**Run 1: routed clock nets over the placement**

Drawn at 4 px/µm.
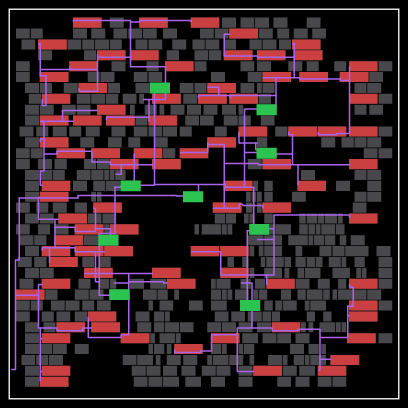
**Run 1: nets reached from selected ports**

Drawn at 4 px/µm.
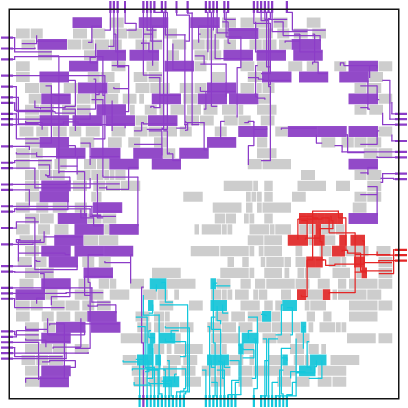
**Run 1: placement by cell class**

Drawn at 3 px/µm.
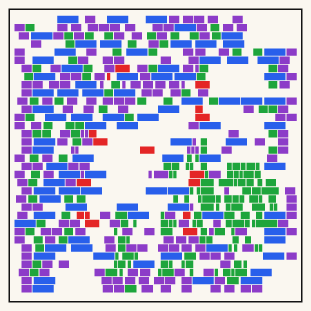
==> config.mk <==
export PLATFORM = sky130hd
export DESIGN_NAME = runtime_rom_arbiter
export DESIGN_NICKNAME = d
export VERILOG_FILES = /design/src/rtl/runtime_rom_arbiter_pkg.sv /design/src/rtl/runtime_rom_arbiter_rr_priority_picker.sv /design/src/rtl/runtime_rom_arbiter.sv
export SDC_FILE = /design/constraint.sdc
export NUM_CORES = 1
export LEC_CHECK = 0
export CAP_MARGIN = 10
export CORE_UTILIZATION = 35
export DETAILED_ROUTE_END_ITERATION = 10
export GPL_ROUTABILITY_DRIVEN = 0
export GPL_TIMING_DRIVEN = 0
export PLACE_DENSITY = 0.75
export SKIP_CTS_REPAIR_TIMING = 1
export SLEW_MARGIN = 10
export SYNTH_ARGS = -nofsm -noshare
export SYNTH_HDL_FRONTEND = slang
export SYNTH_SLANG_ARGS = --single-unit
export TNS_END_PERCENT = 5
==> constraint.sdc <==
create_clock -name clk_calculation -period 6.1 [get_ports clk_calculation]
set_input_delay 1.22 -clock clk_calculation [delete_from_list [all_inputs] [get_ports clk_calculation]]
set_output_delay 1.22 -clock clk_calculation [all_outputs]
set_load 0.05 [all_outputs]
==> src/rtl/runtime_rom_arbiter_pkg.sv <==
// Shared constants, requester indices and FSM state type for the runtime ROM arbiter.
package runtime_rom_arbiter_pkg;

    localparam int unsigned NUM_REQ     = 3;
    localparam int unsigned ADDR_WIDTH  = 10;
    localparam int unsigned DATA_WIDTH  = 64;
    localparam int unsigned ROM_LATENCY = 1;

    localparam int unsigned REQ_UI       = 0;
    localparam int unsigned REQ_ATTACK   = 1;
    localparam int unsigned REQ_PLATFORM = 2;

    typedef enum logic {
        StIdle = 1'b0,
        StWait = 1'b1
    } state_e;

    // Width of an index able to hold values 0..n-1 (at least one bit).
    function automatic int unsigned idx_width(int unsigned n);
        return (n > 1) ? $clog2(n) : 1;
    endfunction

endpackage

==> src/rtl/runtime_rom_arbiter_rr_priority_picker.sv <==
// Round-robin priority picker: first valid requester after last_grant, wrapping.
module runtime_rom_arbiter_rr_priority_picker #(
    parameter int unsigned NUM_REQ = 3,
    parameter int unsigned IDX_W   = 2
) (
    input  logic [NUM_REQ-1:0] req_valid_i,
    input  logic [IDX_W-1:0]   last_grant_i,
    output logic [IDX_W-1:0]   winner_o,
    output logic               any_req_o
);

    logic             found;
    int unsigned      cand;
    logic [IDX_W-1:0] cand_idx;

    // Search last_grant+1, last_grant+2, ... modulo NUM_REQ; the first hit wins.
    always_comb begin
        found    = 1'b0;
        winner_o = '0;
        cand     = 0;
        cand_idx = '0;
        for (int unsigned k = 1; k <= NUM_REQ; k++) begin
            cand     = (32'(last_grant_i) + k) % NUM_REQ;
            cand_idx = IDX_W'(cand);
            if (!found && req_valid_i[cand_idx]) begin
                found    = 1'b1;
                winner_o = cand_idx;
            end
        end
        any_req_o = |req_valid_i;
    end

endmodule

==> src/rtl/runtime_rom_arbiter.sv <==
// Shares one synchronous pattern ROM among the UI, attack and platform runtime readers.
module runtime_rom_arbiter #(
    parameter int unsigned NUM_REQ     = runtime_rom_arbiter_pkg::NUM_REQ,
    parameter int unsigned ADDR_WIDTH  = runtime_rom_arbiter_pkg::ADDR_WIDTH,
    parameter int unsigned DATA_WIDTH  = runtime_rom_arbiter_pkg::DATA_WIDTH,
    parameter int unsigned ROM_LATENCY = runtime_rom_arbiter_pkg::ROM_LATENCY
) (
    input  logic                          clk_calculation,
    input  logic                          reset,
    input  logic [NUM_REQ-1:0]            req_valid,
    input  logic [NUM_REQ*ADDR_WIDTH-1:0] req_addr,
    output logic [NUM_REQ-1:0]            req_ready,
    output logic [NUM_REQ-1:0]            rsp_valid,
    output logic [DATA_WIDTH-1:0]         rsp_data,
    output logic                          rom_en,
    output logic [ADDR_WIDTH-1:0]         rom_addr,
    input  logic [DATA_WIDTH-1:0]         rom_data,
    output logic                          busy
);
    import runtime_rom_arbiter_pkg::*;

    localparam int unsigned IDX_W = idx_width(NUM_REQ);
    // Counter holds ROM_LATENCY down to 0.
    localparam int unsigned CNT_W = idx_width(ROM_LATENCY + 1);

    state_e                  state_q, state_d;
    logic [IDX_W-1:0]        owner_q, owner_d;
    logic [IDX_W-1:0]        last_grant_q, last_grant_d;
    logic [CNT_W-1:0]        cnt_q, cnt_d;
    logic [NUM_REQ-1:0]      req_ready_q, req_ready_d;
    logic [NUM_REQ-1:0]      rsp_valid_q, rsp_valid_d;
    logic [DATA_WIDTH-1:0]   rsp_data_q, rsp_data_d;
    logic                    rom_en_q, rom_en_d;
    logic [ADDR_WIDTH-1:0]   rom_addr_q, rom_addr_d;
    logic                    busy_q, busy_d;

    logic [IDX_W-1:0]        winner;
    logic                    any_req;
    logic [ADDR_WIDTH-1:0]   addr_arr [NUM_REQ];

    for (genvar gi = 0; gi < NUM_REQ; gi++) begin : g_addr_unpack
        assign addr_arr[gi] = req_addr[gi*ADDR_WIDTH +: ADDR_WIDTH];
    end

    runtime_rom_arbiter_rr_priority_picker #(
        .NUM_REQ (NUM_REQ),
        .IDX_W   (IDX_W)
    ) u_picker (
        .req_valid_i  (req_valid),
        .last_grant_i (last_grant_q),
        .winner_o     (winner),
        .any_req_o    (any_req)
    );

    // Next state: grant in IDLE, count down ROM latency in WAIT, then return the word.
    always_comb begin
        state_d      = state_q;
        owner_d      = owner_q;
        last_grant_d = last_grant_q;
        cnt_d        = cnt_q;
        req_ready_d  = '0;
        rsp_valid_d  = '0;
        rsp_data_d   = rsp_data_q;
        rom_en_d     = 1'b0;
        rom_addr_d   = rom_addr_q;
        case (state_q)
            StIdle: begin
                if (any_req) begin
                    rom_en_d     = 1'b1;
                    rom_addr_d   = addr_arr[winner];
                    req_ready_d  = NUM_REQ'(1) << winner;
                    owner_d      = winner;
                    last_grant_d = winner;
                    cnt_d        = CNT_W'(ROM_LATENCY);
                    state_d      = StWait;
                end
            end
            StWait: begin
                // req_valid is deliberately ignored here, so a holder is never re-granted.
                if (cnt_q != '0) begin
                    cnt_d = cnt_q - CNT_W'(1);
                end else begin
                    rsp_data_d  = rom_data;
                    rsp_valid_d = NUM_REQ'(1) << owner_q;
                    state_d     = StIdle;
                end
            end
            default: state_d = StIdle;
        endcase
        busy_d = (state_d != StIdle);
    end

    // State and registered outputs; reset abandons any in-flight read.
    always_ff @(posedge clk_calculation) begin
        if (reset) begin
            state_q      <= StIdle;
            owner_q      <= '0;
            last_grant_q <= IDX_W'(NUM_REQ - 1);
            cnt_q        <= '0;
            req_ready_q  <= '0;
            rsp_valid_q  <= '0;
            rsp_data_q   <= '0;
            rom_en_q     <= 1'b0;
            rom_addr_q   <= '0;
            busy_q       <= 1'b0;
        end else begin
            state_q      <= state_d;
            owner_q      <= owner_d;
            last_grant_q <= last_grant_d;
            cnt_q        <= cnt_d;
            req_ready_q  <= req_ready_d;
            rsp_valid_q  <= rsp_valid_d;
            rsp_data_q   <= rsp_data_d;
            rom_en_q     <= rom_en_d;
            rom_addr_q   <= rom_addr_d;
            busy_q       <= busy_d;
        end
    end

    assign req_ready = req_ready_q;
    assign rsp_valid = rsp_valid_q;
    assign rsp_data  = rsp_data_q;
    assign rom_en    = rom_en_q;
    assign rom_addr  = rom_addr_q;
    assign busy      = busy_q;

endmodule

==> results.txt, run 1 <==
yosys + openroad results -> r2r worst-path depth=9, GRT Util Overall=20.4%, fill count=745, Crit path max-delay family=AND-OR/OR-AND gates, comb area leader=AND-OR/OR-AND gates, sequential share of power=41.0%, status=complete, no violations, tap cells=108, worst slew pin tran=0.569 ns, RSZ-0062 raised after global routing=no, critical path required time=6.33 ns, DR pass1 iterations=4, CP Depth=7, Max-Cap Viols=0, Routed wire per std cell=15.8 µm, P per Cell Area=299 nW/µm², Layout Skew=0.0123 ns, Clock Tree Root=clkbuf_8, die area=9410 µm², via count=2986, CP endpoint=rom_addr[7], Slew HR=62.1%, P_sw=0.000571 W, setup TNS=0 ns, CTS buffer count=9, largest net degree at the start of global routing=16, fin crit period=3.13 ns, WL final=9.29 mm, Worst-path clk slew=0.09 ns, Die Height=97.0 µm, GR peak layer=met2
Back to the opening pictures, 'routed clock nets over the placement':
[clock drivers] green | count: 9
[flip-flops] red | count: 86
[clock wires] purple | length: 1050 µm
routed clock nets: 10
flops lie: spread over the die

Back to the opening pictures, 'nets reached from selected ports':
[`rsp_data`] purple | bits: 64 | direction: output | end cells: 64 | buffers: 64 | wire: 2050 µm
[`req_addr`] cyan | bits: 30 | direction: input | end cells: 20 | buffers: 30 | wire: 616 µm
[`req_valid`] red | bits: 3 | direction: input | end cells: 17 | buffers: 3 | wire: 196 µm
input/output buffers: 179
I/O pin total: 181

Back to the opening pictures, 'placement by cell class':
[sequential cells] blue | cells: 86 | share of their area: 34%
[combinational and other logic] green | cells: 175 | share of their area: 25%
[clock drivers and dummy loads] red | cells: 16 | share of their area: 3.4%
[remaining buffers and delay cells] purple | cells: 202 | share of their area: 38%

==> run 1: sequential cells by signal, summed over array words and instances (netlist names) <==
register and count:
rsp_valid 3, rom_addr 10, busy 1, rom_en 1
rsp_data 64, cnt_q 1, req_ready 3, last_grant_q 1
owner_q 2
==> run 1: metrics by stage <==
stage / hold WS, ns / cells / total power, W / worst slack (ns) / cell area, µm²
floorplan: 0.435 / 284 / 0.00101 / 3.42 / 3160
global placement: 0.460 / 571 / 0.00121 / 2.67 / 5090
detailed placement: 0.463 / 571 / 0.00122 / 2.63 / 5090
CTS: 0.479 / 587 / 0.00158 / 2.99 / 5260
global route: 0.486 / 587 / 0.00165 / 2.87 / 5260
finish: 0.482 / 587 / 0.00157 / 2.97 / 5260
**Run 1: M3 wires**

Drawn at 4 px/µm. Cells faint in the background.
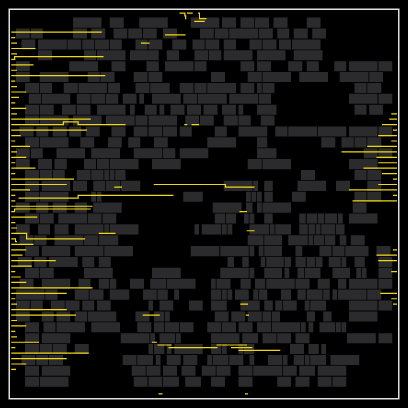

==> run 2, diff against run 1 <==
--- a/config.mk
+++ b/config.mk
@@ -6,11 +6,11 @@
 export NUM_CORES = 1
 export LEC_CHECK = 0
 export CAP_MARGIN = 10
-export CORE_UTILIZATION = 35
+export CORE_UTILIZATION = 34
 export DETAILED_ROUTE_END_ITERATION = 10
 export GPL_ROUTABILITY_DRIVEN = 0
 export GPL_TIMING_DRIVEN = 0
-export PLACE_DENSITY = 0.75
+export PLACE_DENSITY = 0.76
 export SKIP_CTS_REPAIR_TIMING = 1
 export SLEW_MARGIN = 10
 export SYNTH_ARGS = -nofsm -noshare
==> constraint.sdc (replaced) <==
create_clock -name clk_calculation -period 2.7 [get_ports clk_calculation]
set_input_delay 0.54 -clock clk_calculation [delete_from_list [all_inputs] [get_ports clk_calculation]]
set_output_delay 0.54 -clock clk_calculation [all_outputs]
set_load 0.05 [all_outputs]
**Run 2: M3 wires**

Drawn at 4 px/µm. Cells faint in the background.
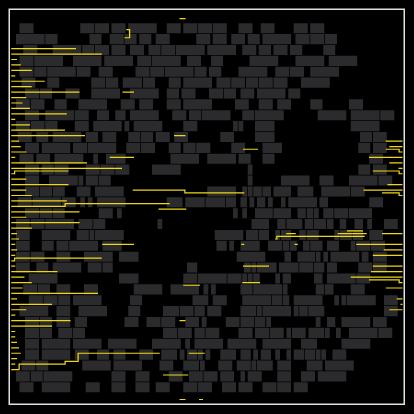
share of all routed wire: 8.0%
wire length on this layer: 733 µm
main direction: horizontal
nets with wire on the layer: 94
longest straight run: 27.4 µm

**Run 2: nets reached from selected ports**

Drawn at 4 px/µm.
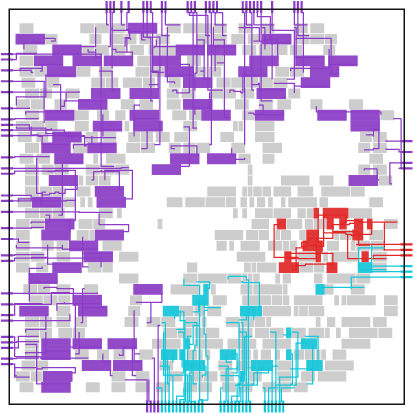
[`req_addr`] cyan | bits: 30 | direction: input | end cells: 20 | buffers: 30 | wire: 688 µm
[`rsp_data`] purple | bits: 64 | direction: output | end cells: 64 | buffers: 64 | wire: 1920 µm
[`req_valid`] red | bits: 3 | direction: input | end cells: 17 | buffers: 3 | wire: 205 µm

==> run 2 against run 1 <==
Effect of this change:
- the flow now finishes with violations (DRC)
- combinational power up 130%
- setup slack worse by 2.8 ns
- sequential share of layout area down 0.17 points
- hold slack worse by 0.039 ns
- power up 130%
- global-route usage down 1.1 points
- routed wire length down 1.4%
- synthesized cell count unchanged
- clock skew down 0.0052 ns
- register-to-register slack worse by 3.3 ns
- sequential cell count unchanged
- largest cell class unchanged
==> results.txt, run 2 <==
yosys + openroad results -> status=complete, but fails checks, failing checks=DRC, GRT Util Overall=19.3%, max FFs per register=64, Crit path max-delay family=AND-OR/OR-AND gates, setup TNS=0 ns, Layout Skew=0.00706 ns, WL final=9.17 mm, # DRC=4, RSZ-0062 raised after global routing=no, largest net degree at the start of global routing=16, worst slew pin tran=0.555 ns, Worst-path clk slew=0.09 ns, post-route cell area=5290 µm², Placed Area=5090 µm², worst hold margin=0.442 ns, Routed wire per std cell=15.6 µm, I/O pin total=181, P_sw=0.00130 W, critical path required time=2.94 ns, comb area leader=AND-OR/OR-AND gates, die area=9680 µm², Place WS=-0.0902 ns, Clock Tree Root=clkbuf_8
**Run 2: placement by cell class**

Drawn at 3 px/µm.
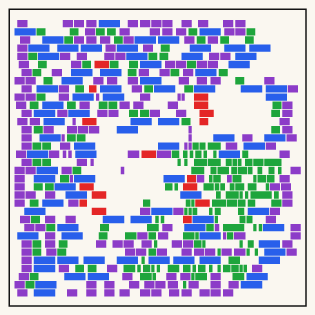
[remaining buffers and delay cells] purple | cells: 202 | share of their area: 37%
[sequential cells] blue | cells: 86 | share of their area: 33%
[combinational and other logic] green | cells: 175 | share of their area: 25%
[clock drivers and dummy loads] red | cells: 16 | share of their area: 3.7%

==> run 2: cell counts after synthesis <==
Identical to the previous run, type by type.
==> run 2: path summary, 6_finish.rpt <==
| check | from | endpoint | slack, ns | cells after the start |
|---|---|---|---|---|
| max | owner_q[0] | rom_addr[7] | 0.19 | 9 |
| min | reset | rom_en | 0.44 | 2 |
| max reg2reg | owner_q[0] | rom_addr[7] | 0.19 | 9 |
| min reg2reg | rsp_data[18] | rsp_data[18] | 0.48 | 1 |
==> run 2: cell type report <==
type                       count  area (µm²)
buffer                        23         133
multi-input combinational    168        1290
clock buffer                  11         151
timing repair buffer         179        1790
inverter                       7        26.3
clock inverter                 5        41.3
tap                          108         135
fill                         795        3560
sequential                    86        1720
Power figures rest on the tool's default switching activity, not on a simulated workload.
